<file path="config.mk">
export PLATFORM = sky130hd
export DESIGN_NAME = mem_port_arbiter
export DESIGN_NICKNAME = d
export VERILOG_FILES = /design/src/rtl/mem_port_arbiter.sv
export SDC_FILE = /design/constraint.sdc
export NUM_CORES = 1
export LEC_CHECK = 0
export ABC_AREA = 0
export ABC_CLOCK_PERIOD_IN_PS = 2600
export CAP_MARGIN = 5
export CORE_AREA = 2 2 110 112
export CTS_CLUSTER_DIAMETER = 80
export DETAILED_ROUTE_END_ITERATION = 12
export DIE_AREA = 0 0 112 114
export HOLD_SLACK_MARGIN = 0.06
export PLACE_DENSITY = 0.8
export SYNTH_ARGS = -nofsm -noshare
export SYNTH_HDL_FRONTEND = slang
export SYNTH_SLANG_ARGS = --single-unit
</file>
<file path="constraint.sdc">
create_clock -name SYS_clk -period 2.6 [get_ports SYS_clk]
set_input_delay 0.52 -clock SYS_clk [delete_from_list [all_inputs] [get_ports SYS_clk]]
set_output_delay 0.52 -clock SYS_clk [all_outputs]
set_load 0.01 [all_outputs]
</file>
<file path="src/rtl/mem_port_arbiter.sv">
// Shares one single-port main-memory interface between instruction fetch (IF)
// and data load/store (D); D has priority with an anti-starvation limit for IF.
module mem_port_arbiter #(
    parameter int unsigned DATA_STREAK_MAX = 4,
    parameter int unsigned TIMEOUT_CYCLES  = 16
) (
    input  logic        SYS_clk,
    input  logic        SYS_reset,
    input  logic        if_req,
    input  logic [31:0] if_addr,
    output logic        if_gnt,
    output logic        if_rvalid,
    output logic [31:0] if_rdata,
    output logic        if_err,
    input  logic        d_req,
    input  logic        d_we,
    input  logic [31:0] d_addr,
    input  logic [31:0] d_wdata,
    input  logic [3:0]  d_wstrb,
    output logic        d_gnt,
    output logic        d_rvalid,
    output logic [31:0] d_rdata,
    output logic        d_err,
    output logic        mem_req,
    output logic        mem_we,
    output logic [31:0] mem_addr,
    output logic [31:0] mem_wdata,
    output logic [3:0]  mem_wstrb,
    input  logic        mem_ack,
    input  logic        mem_rvalid,
    input  logic [31:0] mem_rdata,
    output logic        busy
);

    localparam int unsigned STREAK_W = $clog2(DATA_STREAK_MAX + 1);
    localparam int unsigned TO_W     = $clog2(TIMEOUT_CYCLES + 1);

    localparam logic [1:0] ST_IDLE = 2'd0;
    localparam logic [1:0] ST_REQ  = 2'd1;
    localparam logic [1:0] ST_RESP = 2'd2;
    localparam logic [1:0] ST_ERR  = 2'd3;

    logic [1:0]          state;
    logic [1:0]          state_n;
    logic                owner_d;
    logic                owner_d_n;
    logic [STREAK_W-1:0] streak;
    logic [TO_W-1:0]     to_cnt;
    logic                choose_d;
    logic                choose_if;
    logic                sel;
    logic                gnt;
    logic                rsp_valid;
    logic                rsp_err;
    logic [31:0]         rsp_data;

    // D wins unless it has hogged the port while IF was waiting
    assign choose_d  = d_req && ((streak < STREAK_W'(DATA_STREAK_MAX)) || !if_req);
    assign choose_if = !choose_d && if_req;

    // Next-state, owner selection and transaction-completion decode
    always_comb begin
        state_n   = state;
        owner_d_n = owner_d;
        sel       = 1'b0;
        gnt       = 1'b0;
        rsp_valid = 1'b0;
        rsp_err   = 1'b0;
        rsp_data  = '0;
        case (state)
            ST_IDLE: begin
                if (choose_d) begin
                    owner_d_n = 1'b1;
                    sel       = 1'b1;
                    state_n   = ST_REQ;
                end else if (choose_if) begin
                    owner_d_n = 1'b0;
                    sel       = 1'b1;
                    state_n   = (if_addr[1:0] != 2'b00) ? ST_ERR : ST_REQ;
                end
            end
            ST_REQ: begin
                if (mem_ack) begin
                    gnt     = 1'b1;
                    state_n = mem_we ? ST_IDLE : ST_RESP;
                end
            end
            ST_RESP: begin
                if (mem_rvalid) begin
                    rsp_valid = 1'b1;
                    rsp_data  = mem_rdata;
                    state_n   = ST_IDLE;
                end else if (to_cnt == TO_W'(TIMEOUT_CYCLES - 1)) begin
                    rsp_valid = 1'b1;
                    rsp_err   = 1'b1;
                    state_n   = ST_IDLE;
                end
            end
            ST_ERR: begin
                rsp_valid = 1'b1;
                rsp_err   = 1'b1;
                state_n   = ST_IDLE;
            end
            default: state_n = ST_IDLE;
        endcase
    end

    // Handshake outputs are suppressed while reset is asserted so nothing in flight leaks out
    assign if_gnt    = !SYS_reset && gnt && !owner_d;
    assign d_gnt     = !SYS_reset && gnt && owner_d;
    assign if_rvalid = !SYS_reset && rsp_valid && !owner_d;
    assign d_rvalid  = !SYS_reset && rsp_valid && owner_d;
    assign if_err    = if_rvalid && rsp_err;
    assign d_err     = d_rvalid && rsp_err;
    assign if_rdata  = if_rvalid ? rsp_data : 32'h0;
    assign d_rdata   = d_rvalid ? rsp_data : 32'h0;
    assign mem_req   = !SYS_reset && (state == ST_REQ);
    assign busy      = (state != ST_IDLE);

    always_ff @(posedge SYS_clk) begin
        if (SYS_reset) begin
            state   <= ST_IDLE;
            owner_d <= 1'b0;
        end else begin
            state   <= state_n;
            owner_d <= owner_d_n;
        end
    end

    // Memory request payload captured at arbitration and held through the stall
    always_ff @(posedge SYS_clk) begin
        if (SYS_reset) begin
            mem_we    <= 1'b0;
            mem_addr  <= '0;
            mem_wdata <= '0;
            mem_wstrb <= '0;
        end else if (sel) begin
            if (owner_d_n) begin
                mem_we    <= d_we;
                mem_addr  <= d_addr;
                mem_wdata <= d_wdata;
                mem_wstrb <= d_wstrb;
            end else begin
                mem_we    <= 1'b0;
                mem_addr  <= if_addr;
                mem_wdata <= '0;
                mem_wstrb <= '0;
            end
        end
    end

    always_ff @(posedge SYS_clk) begin
        if (SYS_reset) begin
            to_cnt <= '0;
        end else if ((state == ST_REQ) && mem_ack) begin
            to_cnt <= '0;
        end else if ((state == ST_RESP) && !mem_rvalid) begin
            to_cnt <= to_cnt + 1'b1;
        end
    end

    // Saturating count of D grants taken while IF was waiting
    always_ff @(posedge SYS_clk) begin
        if (SYS_reset) begin
            streak <= '0;
        end else if ((gnt && !owner_d) || (state == ST_ERR) || ((state == ST_IDLE) && !if_req)) begin
            streak <= '0;
        end else if (gnt && owner_d && if_req && (streak < STREAK_W'(DATA_STREAK_MAX))) begin
            streak <= streak + 1'b1;
        end
    end

endmodule

</file>
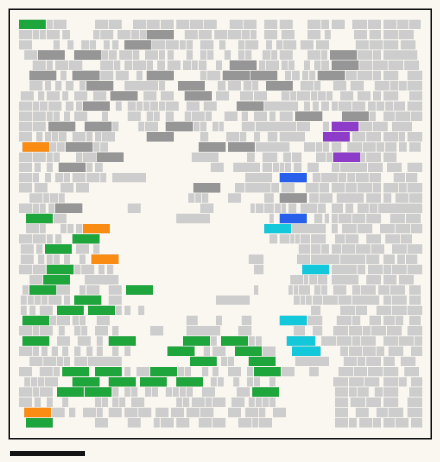
*Where the registers sit, run 1*
Bar = 20 um. Other sequential cells in the stronger gray, the rest of the logic in the fainter gray.
legend:
  `streak`:
    color: purple
    placed_flops: 3
  `mem_wstrb`:
    color: orange
    placed_flops: 4
  `mem_wdata`:
    color: green
    placed_flops: 32
  `to_cnt`:
    color: cyan
    placed_flops: 5
  `state`:
    color: blue
    placed_flops: 2
not colored: 34

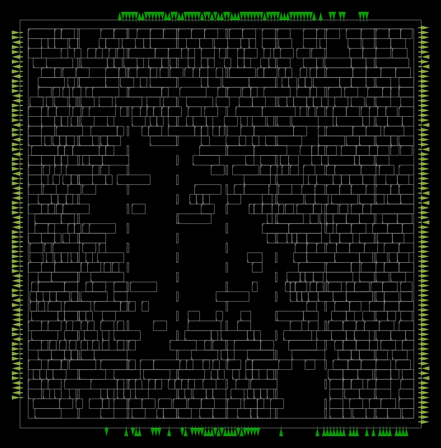
*Cell outlines without signal wires, run 1*
FFs & Latches: 80
n_taps: 147
post-layout util: 0.661
core box area: 0.0117 mm2
Non-Filler Instances: 938

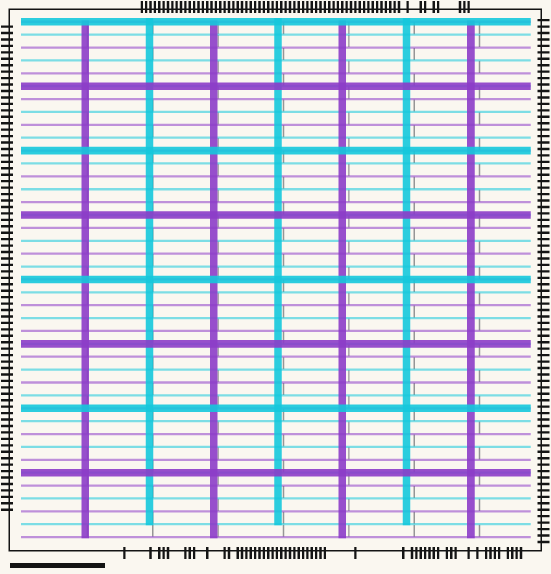
*Power grid, run 1*
Bar = 20 um. Pins as bars on the die edge. Tap cells in gray.
legend:
  VDD:
    color: cyan
  VSS:
    color: purple
met5 straps: 8
tap cells: 147
signal pins: 280
Die Y: 114 um
Chip Width: 112 um
maximum vdd drop: 364 uV

-- run 1: cell families after synthesis --
group,share of synthesized area
AOI/OAI and AO/OA,0.218
DFF,0.400
xor gates and xnor gates,0.00438
adders and majority gates,0.00938
and+or+nand+nor,0.302
buffers and inverters,0.0662
-- run 1: power by group --
part | internal (mW) | leakage (nW) | switching (mW)
Sequential | 1.33 | 0.656 | 0.0608
Clock | 0.725 | 0.137 | 0.479
Combinational | 0.556 | 2.27 | 0.541
Total | 2.62 | 3.06 | 1.08
-- run 1: cell type report --
cell class	instances	area (um2)	share of cell area
Timing Repair Buffer	322	3310	0.428
Multi-Input combinational cell	371	2350	0.304
Tap cell	147	184	0.0238
Antenna cell	2	5.00	0.000646
Sequential cell	80	1600	0.207
Clock inverter	4	48.8	0.00630
Clock buffer	9	225	0.0291
Inverter	3	11.3	0.00145
-- run 1: per-stage QoR --
| step | setup WS, ns | total power, mW | area [um2] |
|---|---|---|---|
| 3_3_place_gp | -0.230 | 2.44 | 6950 |
| 2_1_floorplan | 0.365 | 1.89 | 4000 |
| 6_report | -0.276 | 3.70 | 7740 |
| 5_1_grt | -0.368 | 3.86 | 7740 |
| 4_1_cts | -0.261 | 3.69 | 7500 |
| 3_5_place_dp | -0.331 | 2.46 | 6950 |
-- run 1: registers in the layout, summed over array words and instances, names as in the netlist --
name       count
mem_addr      32
mem_wdata     32
mem_we         1
mem_wstrb      4
owner_d        1
state          2
streak         3
to_cnt         5
-- run 1: routing by layer --
| layer | vias to the layer above | share of wire | GRT usage |
|---|---|---|---|
| met5 | - | 0 | 0 |
| met4 | 0 | 0.032 | 0.111 |
| met3 | 35 | 0.087 | 0.0712 |
| met2 | 282 | 0.51 | 0.446 |
| met1 | 2461 | 0.37 | 0.269 |
| li1 | 2438 | - | - |
-- run 1: worst max path at each step --
stage,startpoint,end,cells past startpoint
global route,to_cnt[1],d_rdata[19],11
finish,to_cnt[1],d_rdata[19],11
detailed placement,mem_rvalid,d_rdata[8],6
CTS,to_cnt[1],d_rdata[19],11
floorplan,to_cnt[0],if_rdata[22],7
global placement,mem_rvalid,d_rdata[3],6
-- run 1: Yosys cell counts, types with 2 or more instances --
| cell | number |
|---|---|
| a211oi_1 | 4 |
| a21oi_1 | 41 |
| a31oi_1 | 34 |
| and3_1 | 66 |
| buf_1 | 4 |
| buf_2 | 13 |
| clkbuf_1 | 40 |
| dfxtp_1 | 80 |
| ha_1 | 3 |
| inv_1 | 2 |
| nand2_1 | 4 |
| nand2b_1 | 7 |
| nand3_1 | 102 |
| nand4b_1 | 2 |
| nor2_1 | 7 |
| nor3_1 | 3 |
| nor3b_2 | 3 |
| o21ai_0 | 73 |
| or3_1 | 3 |
| xnor2_1 | 2 |
-- run 1: critical path: cells and delay by family (launching register included) --
family                   cells  cell delay [ns]
AND-OR/OR-AND                1             0.07
flip-flops                   1             0.35
adder cells (fa/ha/maj)      2             0.29
buffers and inverters        5             0.59
AND/OR/NAND/NOR              3             0.71
-- run 1: timing repair --
action                     4_1_cts  5_1_grt
cloned                           5        1
setup buffers                   14        4
pin swaps                       16        1
gates resized                  227       39
setup endpoints to repair       68       68
==> flow_summary.toml, run 1 <==
# physical design summary
[critical_path]
worstPathArrival_ns = 2.36
regToRegSetupSlack_ns = 0.73
critPathLaunchType = "flip-flop"
worstSetupPathType = "reg -> out"
cp.required_ns = 2.08
crit_path_cell_trace = "ha_4 -> and3_4 -> ha_4 -> o31ai_4 -> nor3b_4 -> buf_6 -> buf_6 -> buf_6 -> buf_6 -> and3_4 -> buf_6"
path_common_cell = "buf_6"
r2r_cells = 6
cp_max_fo = 6
end_kind = "output port"
critPathSlowestCell = "dfxtp_2"
worst_r2r_startpoint = "state[0]"
r2r-end = "mem_addr[4]"
slowest_delay_ns = 0.35

[run_status]
violations = "negative setup slack"
run_status = "finished with violations"

[final_layout]
mostFrequentLayoutCells = "211 x clkdlybuf4s50_1, 102 x nand3_1, 78 x dfxtp_1"
fillCellCount = 878
lay_top_count = "clkdlybuf4s50_1"
fin_nets = 929
area_growth_pct = 93.4
final_layout_size_suffix_gt1_frac = 0.177

[clocking]
cts.sinks = 80
htree_num_levels = 3
cts_made_buffers = 9
cts_tree = "built"
clock_latency_ns = 0.33
cts_hold_buf = 0
cts.path.max_buffers = 2
root_buffer = "clkbuf_16"
path_clk_slew_ns = 0.06

[sta]
max_freq_mhz = 348
finClkSkew_ns = 0.00631
post-route-period-util = 1.11
relSlewSlack = 0.455
setup_tns_ns = -10.31
period_minus_slack_ns = 2.88
worst_pin_slew_ns = 0.818
hold_ws_ns = 0.473
hold_viol = 0
maxSlewViolCount = 0
rsz0062_at_grt = "yes"
worst_slack_ns = -0.276
setup_viol = 63

[yosys]
yosysUniqueCellTypes = 41
synthArstFlopShare = 0
area_leaders = "dfxtp_1 40%, nand3_1 13%, and3_1 10%"
synth_area_mm2 = 0.00400
ys.flops = 80
ys_area_mm2 = 0.00400
synthCells = 514
ys.flop_type = "dfxtp_1"
yosysCellCount = 514
top_cell_area_share = 0.400
syn_area_per_cell_um2 = 7.79
syn_nets = 656
synth_seq_share = 0.400
yosys_warnings = 0
edf_count = 0
synth.largest_area_cell = "dfxtp_1"

[routing]
firstDrtPassIters = 4
drc_errors = 0
antenna_left = 0
num_vias = 5216
vias_per_cell = 5.56
detail_route.wl_per_cell_um = 18.7
wirelength_um = 17500
initialDrtViolationCount = 508

[global_routing]
overflow = 0
grt_max_degree = 76
first_global_vias = 5059
grt_pass1_wl_um = 25600
grt.total_usage = 0.247
grt_antenna_before_repair = 2

[floorplanning]
io-pin-count = 280
rows = 40
fp_util = 0.342
die-area_mm2 = 0.0128

[power]
power_density_mw_per_mm2 = 477
p_leak_nw = 3.06

[min_path]
hold_path_depth = 2
holdCritStartpoint = "mem_wdata[14]"
min-delay-path-class = "reg -> reg"
whs_endpoint = "mem_wdata[14]"

[placed_design]
dp_cells = 899
io_buffers = 279
globalplace.congestion = 1.02
dp_hpwl_um = 11000

[job]
tool_warnings = 28
max_cap_violations = 0
==> run 2, diff against run 1 <==
- CAP_MARGIN: 5 -> unset
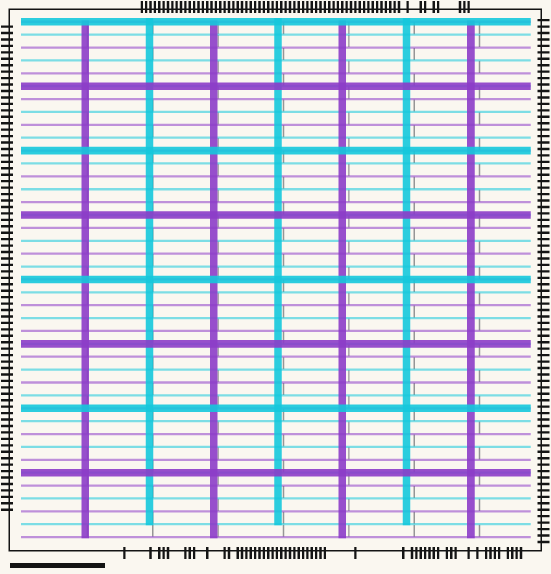
*Power grid, run 2*
Bar = 20 um. Pins as bars on the die edge. Tap cells in gray.
legend:
  VDD:
    color: cyan
  VSS:
    color: purple
met5 straps: 8
rows: 40
met4 straps: 7

==> run 2 against run 1 <==
The flow still finishes with violations (negative setup slack). Clock power about the same. Cell area unchanged. Largest cell class unchanged. Non-clock buffer count stayed put. Utilization unchanged. Critical path depth is the same. Cell count did not move. Fmax is the same. Largest power group unchanged. First-iteration DRC count stayed put. Clock skew stayed put. Setup slack unchanged.
==> flow_summary.toml, run 2 <==
# physical design summary
[critical_path]
regToRegSetupSlack_ns = 0.73
worstPathArrival_ns = 2.36
end_kind = "output port"
cp.required_ns = 2.08
critPathLaunchType = "flip-flop"
cp_max_fo = 6
worstSetupPathType = "reg -> out"

[yosys]
synthTopCellsByCount = "102 x nand3_1, 80 x dfxtp_1, 73 x o21ai_0"
xor_area_frac = 0.00437
yosys_warnings = 0
yosysCellCount = 514
ys_sh_aoi = 0.218
area_leaders = "dfxtp_1 40%, nand3_1 13%, and3_1 10%"
ys.flop_type = "dfxtp_1"
ys_sh_mux = 0
logic_family = "simple AND/OR/NAND/NOR gates"
synth_adder_area_share = 0.00938
edf_count = 0
top_cell_area_share = 0.400
synth_seq_share = 0.400
ys_area_mm2 = 0.00400
syn_area_per_cell_um2 = 7.79
ys_sh_simple = 0.302
synth_area_mm2 = 0.00400
most_common_cell = "nand3_1"
synthCells = 514

[run_status]
violations = "negative setup slack"
run_status = "finished with violations"

[clocking]
htree_num_levels = 3
path_clk_slew_ns = 0.06
cts_made_buffers = 9
root_buffer = "clkbuf_16"
cts_tree = "built"
cts.sinks = 80
cts_hold_buf = 0
clock_latency_ns = 0.33

[global_routing]
overflow = 0
grt_max_degree = 76
grt_pass1_wl_um = 25600
grt.total_usage = 0.247
first_global_vias = 5059

[placed_design]
io_buffers = 279
dp_hpwl_um = 11000
globalplace.congestion = 1.02
pre_cts_ws_ns = -0.331
dp_cells = 899

[final_layout]
layout.cells.non_filler = 938
fillCellCount = 878
logic_area_mm2 = 0.00235
area_growth_pct = 93.4
final_layout_size_suffix_gt1_frac = 0.177
register_area_mm2 = 0.00160
mostFrequentLayoutCells = "211 x clkdlybuf4s50_1, 102 x nand3_1, 78 x dfxtp_1"
lay_top_count = "clkdlybuf4s50_1"
largestRegisters = "mem_addr: 32 flops, mem_wdata: 32 flops, to_cnt: 5 flops"
finalCoreUtilization = 0.661
fin_nets = 929

[sta]
maxSlewViolCount = 0
hold_ws_ns = 0.473
setup_viol = 63
max_freq_mhz = 348
relSlewSlack = 0.455
post-route-period-util = 1.11
period_minus_slack_ns = 2.88
worst_pin_slew_ns = 0.818
finClkSkew_ns = 0.00631
rsz0062_at_grt = "yes"
worst_slack_ns = -0.276
hold_viol = 0

[floorplanning]
io-pin-count = 280
dieHeight_um = 114
rows = 40
die_width_um = 112
die-area_mm2 = 0.0128
core_area_mm2 = 0.0117
fp_util = 0.342

[job]
tool_warnings = 28
max_cap_violations = 0

[min_path]
min-delay-path-class = "reg -> reg"

[power]
p_leak_nw = 3.06
power_density_mw_per_mm2 = 477
vdd_drop_max_uv = 364

[routing]
antenna_left = 0
firstDrtPassIters = 4
drc_errors = 0
initialDrtViolationCount = 508
vias_per_cell = 5.56
wirelength_um = 17500
detail_route.wl_per_cell_um = 18.7
num_vias = 5216
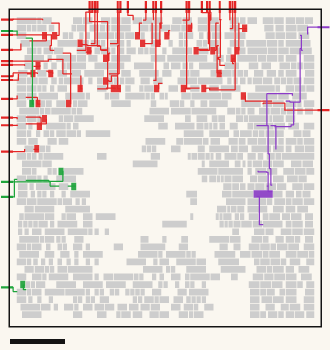
*I/O nets highlighted, run 2*
Bar = 20 um.
legend:
  `d_wstrb`:
    color: green
    bits: 4
    direction: input
    end_cells: 4
    wire: 84.2 um
  `d_addr`:
    color: red
    bits: 32
    direction: input
    end_cells: 32
    wire: 664 um
  `d_rvalid`:
    color: purple
    bits: 1
    direction: output
    end_cells: 1
    wire: 138 um

-- run 2: layout make-up --
class,instances,area share
Clock buffer,9,0.0291
Tap cell,147,0.0238
Antenna cell,2,0.000646
Multi-Input combinational cell,371,0.304
Sequential cell,80,0.207
Timing Repair Buffer,322,0.428
Inverter,3,0.00145
Clock inverter,4,0.00630
-- run 2: worst paths after layout --
path | start | to | cells past startpoint
min | mem_wdata[14] | mem_wdata[14] | 2
max reg2reg | state[0] | mem_addr[4] | 6
max | to_cnt[1] | d_rdata[19] | 11
min reg2reg | mem_wdata[14] | mem_wdata[14] | 2
-- run 2: what timing repair did --
action,CTS,global route
gates cloned,5,1
hold endpoints to repair,0,0
pin swaps,16,1
setup buffers,14,4
setup endpoints to repair,68,68
resized,227,39
-- run 2: power breakdown --
part	internal [mW]	switching [mW]	leakage [nW]	total, mW
logic	0.556	0.541	2.27	1.10
clock network	0.725	0.479	0.137	1.20
registers	1.33	0.0608	0.656	1.40
total	2.62	1.08	3.06	3.70
-- run 2: metrics by stage --
stage                     power [mW]  TNS [ns]  area [um2]
final                           3.70    -10.31        7740
after global placement          2.44    -12.44        6950
after global routing            3.86    -16.24        7740
after CTS                       3.69     -8.50        7500
after detailed placement        2.46    -15.10        6950
after floorplan                 1.89         0        4000
-- run 2: worst max-delay path, stage by stage, from the launching register on --
cell	delay, ns
dfxtp_2	0.35
ha_4	0.14
and3_4	0.21
ha_4	0.15
o31ai_4	0.07
nor3b_4	0.31
buf_6	0.16
buf_6	0.11
buf_6	0.12
buf_6	0.09
and3_4	0.19
buf_6	0.11
-- run 2: metal layers --
layer	global-route usage	wire [um]	part of all wire
met1	0.269	6550	0.37
met2	0.446	8900	0.51
met3	0.0712	1530	0.087
met4	0.111	565	0.032
met5	0	0	0
-- run 2: kinds of logic after synthesis --
kind of cell / after synthesis
XOR/XNOR: 2
buffers and inverters: 63
flip-flops: 80
AND-OR/OR-AND: 157
AND/OR/NAND/NOR: 209
adder cells (fa/ha/maj): 3
==> run 3, diff against run 2 <==
- SLEW_MARGIN: unset -> 40
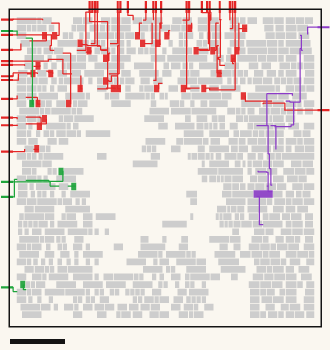
*I/O nets highlighted, run 3*
Bar = 20 um.
legend:
  `d_rvalid`:
    color: purple
    bits: 1
    direction: output
    end_cells: 1
    wire: 138 um
  `d_wstrb`:
    color: green
    bits: 4
    direction: input
    end_cells: 4
    wire: 84.2 um
  `d_addr`:
    color: red
    bits: 32
    direction: input
    end_cells: 32
    wire: 664 um

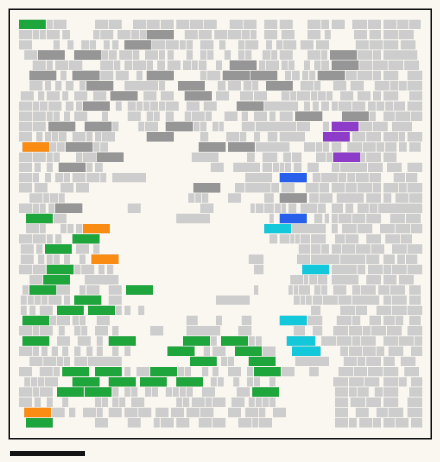
*Where the registers sit, run 3*
Bar = 20 um. Other sequential cells in the stronger gray, the rest of the logic in the fainter gray.
legend:
  `mem_wdata`:
    color: green
    placed_flops: 32
  `streak`:
    color: purple
    placed_flops: 3
  `mem_wstrb`:
    color: orange
    placed_flops: 4
  `state`:
    color: blue
    placed_flops: 2
  `to_cnt`:
    color: cyan
    placed_flops: 5
not colored: 34

==> run 3 against run 2 <==
The run still ends with negative setup slack left. Wire length unchanged. Largest power group unchanged. Worst hold slack unchanged. Highest routed layer unchanged. Synthesized cell count unchanged.
==> flow_summary.toml, run 3 <==
# physical design summary
[min_path]
min-delay-path-class = "reg -> reg"
hold_path_depth = 2
whs_endpoint = "mem_wdata[14]"

[critical_path]
slowest_delay_ns = 0.35
crit_path_cell_trace = "ha_4 -> and3_4 -> ha_4 -> o31ai_4 -> nor3b_4 -> buf_6 -> buf_6 -> buf_6 -> buf_6 -> and3_4 -> buf_6"
worstPathArrival_ns = 2.36
critPathLaunchType = "flip-flop"
critPathSlowestCell = "dfxtp_2"
cp_max_fo = 6
path_common_cell = "buf_6"
worst_r2r_startpoint = "state[0]"
cp.required_ns = 2.08
crit_cells = 11
worstSetupPathType = "reg -> out"
crit_buf_inv = 5

[placed_design]
place_area_mm2 = 0.00695
io_buffers = 279

[yosys]
syn_area_per_cell_um2 = 7.79
ys.flop_type = "dfxtp_1"
ys_area_mm2 = 0.00400
synthTopCellsByCount = "102 x nand3_1, 80 x dfxtp_1, 73 x o21ai_0"
synthCells = 514
synthArstFlopShare = 0
synth.largest_area_cell = "dfxtp_1"
syn_nets = 656
edf_count = 0
top_cell_area_share = 0.400

[clocking]
cts.path.max_buffers = 2
cts_made_buffers = 9
cts_tree = "built"
htree_num_levels = 3
cts.sinks = 80
path_clk_slew_ns = 0.06
root_buffer = "clkbuf_16"

[routing]
firstDrtPassIters = 4
num_vias = 5216
initialDrtViolationCount = 508
drc_errors = 0
vias_per_cell = 5.56

[global_routing]
grt_max_degree = 76
first_global_vias = 5059
grt_pass1_wl_um = 25600
grt_antenna_before_repair = 2
grt.total_usage = 0.247

[run_status]
run_status = "finished with violations"
violations = "negative setup slack"

[floorplanning]
rows = 40
dieHeight_um = 114
io-pin-count = 280
core_area_mm2 = 0.0117

[final_layout]
fin_area_mm2 = 0.00774
final_layout_size_suffix_gt1_frac = 0.177
mostFrequentLayoutCells = "211 x clkdlybuf4s50_1, 102 x nand3_1, 78 x dfxtp_1"
fin_nets = 929

[sta]
period_minus_slack_ns = 2.88
finClkSkew_ns = 0.00631
setup_viol = 63
relSlewSlack = 0.455
worst_slack_ns = -0.276

[power]
p_leak_nw = 3.06
power_density_mw_per_mm2 = 477
power_mw = 3.70
vdd_drop_max_uv = 364

[job]
max_cap_violations = 0
## run 3: cell counts in the layout (fill, tap and decap cells not counted)
No cell type changed its count.
## run 3: cell families after synthesis
group	share of synthesized area
DFF	0.400
AOI/OAI and AO/OA	0.218
adders and majority gates	0.00938
and+or+nand+nor	0.302
buffers and inverters	0.0662
xor gates and xnor gates	0.00438
## run 3: layer usage
metal	vias to the layer above	global-route usage	share of wire
li1	2438	-	-
met1	2461	0.269	0.37
met5	-	0	0
met4	0	0.111	0.032
met2	282	0.446	0.51
met3	35	0.0712	0.087
## run 3: worst max-delay path by stage
stage,start,end
6_report,to_cnt[1],d_rdata[19]
5_1_grt,to_cnt[1],d_rdata[19]
4_1_cts,to_cnt[1],d_rdata[19]
3_5_place_dp,mem_rvalid,d_rdata[8]
3_3_place_gp,mem_rvalid,d_rdata[3]
2_1_floorplan,to_cnt[0],if_rdata[22]
## run 3: what timing repair did
| action | CTS | global route |
|---|---|---|
| buffers inserted | 14 | 4 |
| pin swaps | 16 | 1 |
| endpoints found under the setup margin | 68 | 68 |
| cloned | 5 | 1 |
| gates resized | 227 | 39 |
| hold buffers | 0 | 0 |
## run 3: metrics by stage
step,worst slack (ns),util,hold WS [ns]
finish,-0.276,0.661,0.473
global route,-0.368,0.661,0.492
CTS,-0.261,0.641,0.473
detailed placement,-0.331,0.593,0.467
global placement,-0.230,0.593,0.457
floorplan,0.365,-,0.454
## run 3: area by class of cell
cell class / count / area (um2)
fillers: 878 / 3970
repair buffers: 322 / 3310
multi-input cells: 371 / 2350
flip-flops and latches: 80 / 1600
clock buffers: 9 / 225
well taps: 147 / 184
clock inverters: 4 / 48.8
inverters: 3 / 11.3
diodes: 2 / 5.00
## run 3: power by group
group,switching (mW),internal (mW)
Combinational,0.541,0.556
Sequential,0.0608,1.33
Clock,0.479,0.725
## run 3: worst register-to-register path: stages (launching register included)
cell	delay (ns)
dfxtp_1	0.48
buf_6	0.23
nor2_4	0.06
inv_2	0.05
buf_4	0.48
o21ai_0	0.29
a31oi_1	0.21
Power and IR drop assume default switching activity.
